==> images/clock_nets.png <==
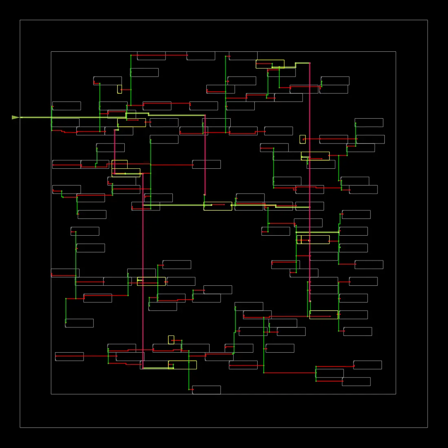
==> images/class_map.png <==
Scale bar: 50 µm. Fill, decap, tap and diode cells in gray.
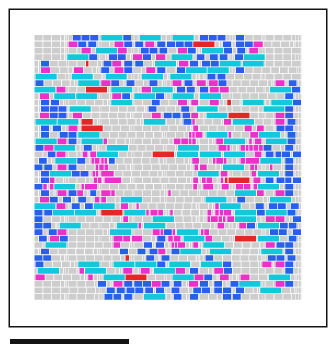
==> images/sizing.png <==
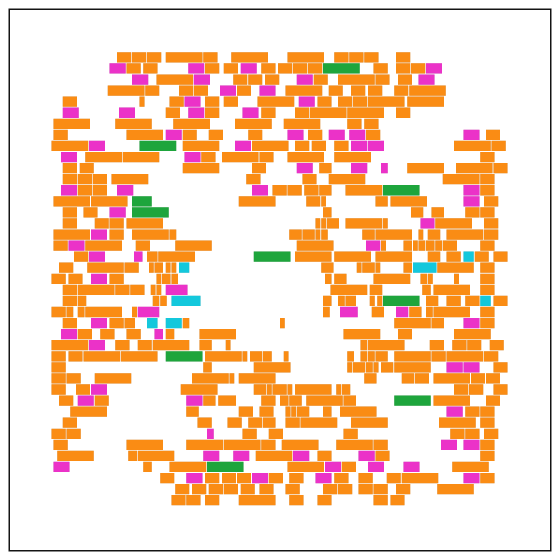
==> images/m2.png <==
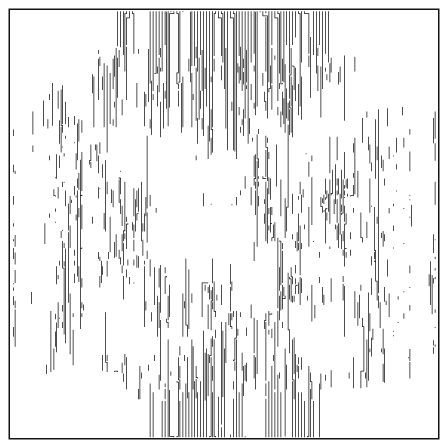
`src/rtl/fetch_pkg.sv`:
```
// Shared definitions for the fetch sequencer: FSM states, PC mux select codes
// and the default reset PC.
package fetch_pkg;

  typedef enum logic [2:0] {
    S_IDLE,
    S_REQ,
    S_WAIT,
    S_ISSUE,
    S_HALT
  } state_t;

  localparam logic [1:0] PC_SEL_SEQ  = 2'b00;
  localparam logic [1:0] PC_SEL_IMM  = 2'b01;
  localparam logic [1:0] PC_SEL_JALR = 2'b10;

  localparam logic [31:0] RESET_PC_DEFAULT = 32'h0000_0000;

endpackage

```
`src/rtl/fetch_ctrl.sv`:
```
// Fetch sequencer: owns the architectural PC, handshakes with instruction
// memory, holds each instruction for execute and steers the external PC mux.
module fetch_ctrl
  import fetch_pkg::*;
#(
  parameter logic [31:0] RESET_PC = RESET_PC_DEFAULT
) (
  input  logic        CLK,
  input  logic        RSTN,
  output logic        IMEM_Req,
  output logic [31:0] IMEM_Addr,
  input  logic        IMEM_Valid,
  input  logic [31:0] IMEM_Data,
  output logic [31:0] INSTR,
  output logic        INSTR_Valid,
  input  logic        INSTR_Ready,
  output logic [31:0] PC,
  input  logic        Branch,
  input  logic        Br_Taken,
  input  logic        Jal,
  input  logic        Jalr,
  output logic [1:0]  PC_Sel,
  input  logic [31:0] PC_Next,
  output logic        Misalign_Err,
  output logic [31:0] Retired
);

  state_t      state;
  logic [31:0] pc_reg;

  assign PC        = pc_reg;
  assign IMEM_Addr = pc_reg;

  // Jalr has top priority so conflicting decode flags resolve deterministically.
  always_comb begin
    PC_Sel = PC_SEL_SEQ;
    if (state == S_ISSUE) begin
      if (Jalr)
        PC_Sel = PC_SEL_JALR;
      else if (Jal || (Branch && Br_Taken))
        PC_Sel = PC_SEL_IMM;
    end
  end

  always_ff @(posedge CLK or negedge RSTN) begin
    if (!RSTN) begin
      state        <= S_IDLE;
      pc_reg       <= RESET_PC;
      IMEM_Req     <= 1'b0;
      INSTR        <= 32'h0;
      INSTR_Valid  <= 1'b0;
      Misalign_Err <= 1'b0;
      Retired      <= 32'h0;
    end else begin
      IMEM_Req <= 1'b0;
      case (state)
        S_IDLE: begin
          state    <= S_REQ;
          IMEM_Req <= 1'b1;
        end
        S_REQ: begin
          state <= S_WAIT;
        end
        S_WAIT: begin
          if (IMEM_Valid) begin
            INSTR       <= IMEM_Data;
            INSTR_Valid <= 1'b1;
            state       <= S_ISSUE;
          end
        end
        S_ISSUE: begin
          // A misaligned next PC freezes the core until reset; PC stays on the
          // offending instruction for debug.
          if (INSTR_Ready) begin
            INSTR_Valid <= 1'b0;
            if (PC_Next[1:0] == 2'b00) begin
              pc_reg   <= PC_Next;
              Retired  <= Retired + 32'd1;
              IMEM_Req <= 1'b1;
              state    <= S_REQ;
            end else begin
              Misalign_Err <= 1'b1;
              state        <= S_HALT;
            end
          end
        end
        S_HALT: begin
          state <= S_HALT;
        end
        default: begin
          state <= S_IDLE;
        end
      endcase
    end
  end

endmodule

```
`config.mk`:
```
export PLATFORM = sky130hd
export DESIGN_NAME = fetch_ctrl
export DESIGN_NICKNAME = d
export VERILOG_FILES = /design/src/rtl/fetch_pkg.sv /design/src/rtl/fetch_ctrl.sv
export SDC_FILE = /design/constraint.sdc
export NUM_CORES = 1
export LEC_CHECK = 0
export CAP_MARGIN = 15
export CELL_PAD_IN_SITES_DETAIL_PLACEMENT = 0
export CELL_PAD_IN_SITES_GLOBAL_PLACEMENT = 1
export CORE_MARGIN = 10
export CORE_UTILIZATION = 34
export DETAILED_ROUTE_END_ITERATION = 10
export PLACE_DENSITY = 0.89
export SYNTH_ARGS = -nofsm -noshare
export SYNTH_HDL_FRONTEND = slang
export SYNTH_SLANG_ARGS = --single-unit
```
`constraint.sdc`:
```
create_clock -name CLK -period 5.9 [get_ports CLK]
set_input_delay 1.475 -clock CLK [delete_from_list [all_inputs] [get_ports CLK]]
set_output_delay 1.475 -clock CLK [all_outputs]
set_load 0.01 [all_outputs]
```
==> out/results.ini <==
[synthesis]
synth_area_um2=4320
synth_nets=397
ys_ff=102
async_reset_ff_frac=1.00
xor_area_frac=0.0629
topCellsByArea=dfrtp_1 59%, mux2_2 16%, buf_4 5.7%
synth_chip_area_um2=4320
yosys.area.top_type=dfrtp_1

[detailed_routing]
first_pass_iters=4
via_count=3043
finalWirelength_mm=11.8
met2WireLength_mm=5.95
ant_nets=0

[placed_design]
hpwlAfterDp_mm=9.19

[setup_path]
arrival_ns=2.72
regToRegEndpoint=Retired[28]$_DFFE_PN0P_
cp_data_required_time_ns=4.43
criticalPathCategory=primary input to primary output

[sta]
whs_ns=0.474
fin_skew_ns=0.00549
max_slew_margin=0.517
tightest_slew_ns=0.725

[global_route]
grt_usage=0.135
grt_pass1_vias=3395
met3_usage=0.0632
grt_overflow=0

[finish]
nMultiInputCombCells=175
sh_comb_area=0.224
buffers=207
sh_seq_area=0.388
nets=573
bufAreaShareNonClock=0.313
top_area_cell_class=flip-flops and latches
ff_latch_area_um2=2550

[power_and_ir_drop]
maxPowerGroup=combinational cells
intPower_mw=2.05
combPwrFrac=0.439
pg_clk_mw=0.539
p_total_mw=2.93

[floorplan]
tapCellCount=172
core_area_um2=12500

[hold_path]
hold_class=flip-flop to flip-flop

[outcome]
status=finished, final reports clean

[cts]
tritoncts=yes

[flow_run]
cap_viol_max_count=0

## Picture notes: clock_nets.png
total clock sinks: 102
clk latency late pin: 0.35 ns
CLK BUF: 12

## Picture notes: class_map.png
remaining logic cells: in magenta, cells 180. remaining buffers and delay cells: in blue, cells 207. clock drivers and dummy loads: in red, cells 14. registers: in cyan, cells 102.

## Picture notes: sizing.png
x1 and smaller: in orange, cells 413. x6 and larger: in green, cells 10. x3 and x4: in cyan, cells 7. x2: in magenta, cells 73.

## Picture notes: m2.png
The longest straight run is 56.8 µm. The layer carries 5950 µm of wire. 537 nets have wire on it. The wires run mostly vertical.

-- flip-flops by register name (all words and copies together), names as in the netlist --
register and count:
IMEM_Addr 32, IMEM_Req 1, state 3, Retired 32, INSTR 32, Misalign_Err 1, INSTR_Valid 1
-- metrics by stage --
step	instance area [µm²]	util	cells	worst slack [ns]
floorplan	4320	-	324	2.64
global placement	6320	0.505	661	1.71
detailed placement	6320	0.505	661	1.71
CTS	6580	0.525	675	1.69
global route	6580	0.525	675	1.66
finish	6580	0.525	675	1.71
-- critical path: stages --
cell	delay [ns]
clkdlybuf4s50_1	0.48
a21oi_1	0.06
nor3_1	0.13
clkdlybuf4s50_1	0.57
-- cells by family after synthesis --
family          after synthesis
xor+xnor                     31
buf+inv                      47
mux                          63
flops                       102
fa+ha+maj                     1
simple gates                 74
compound gates                6
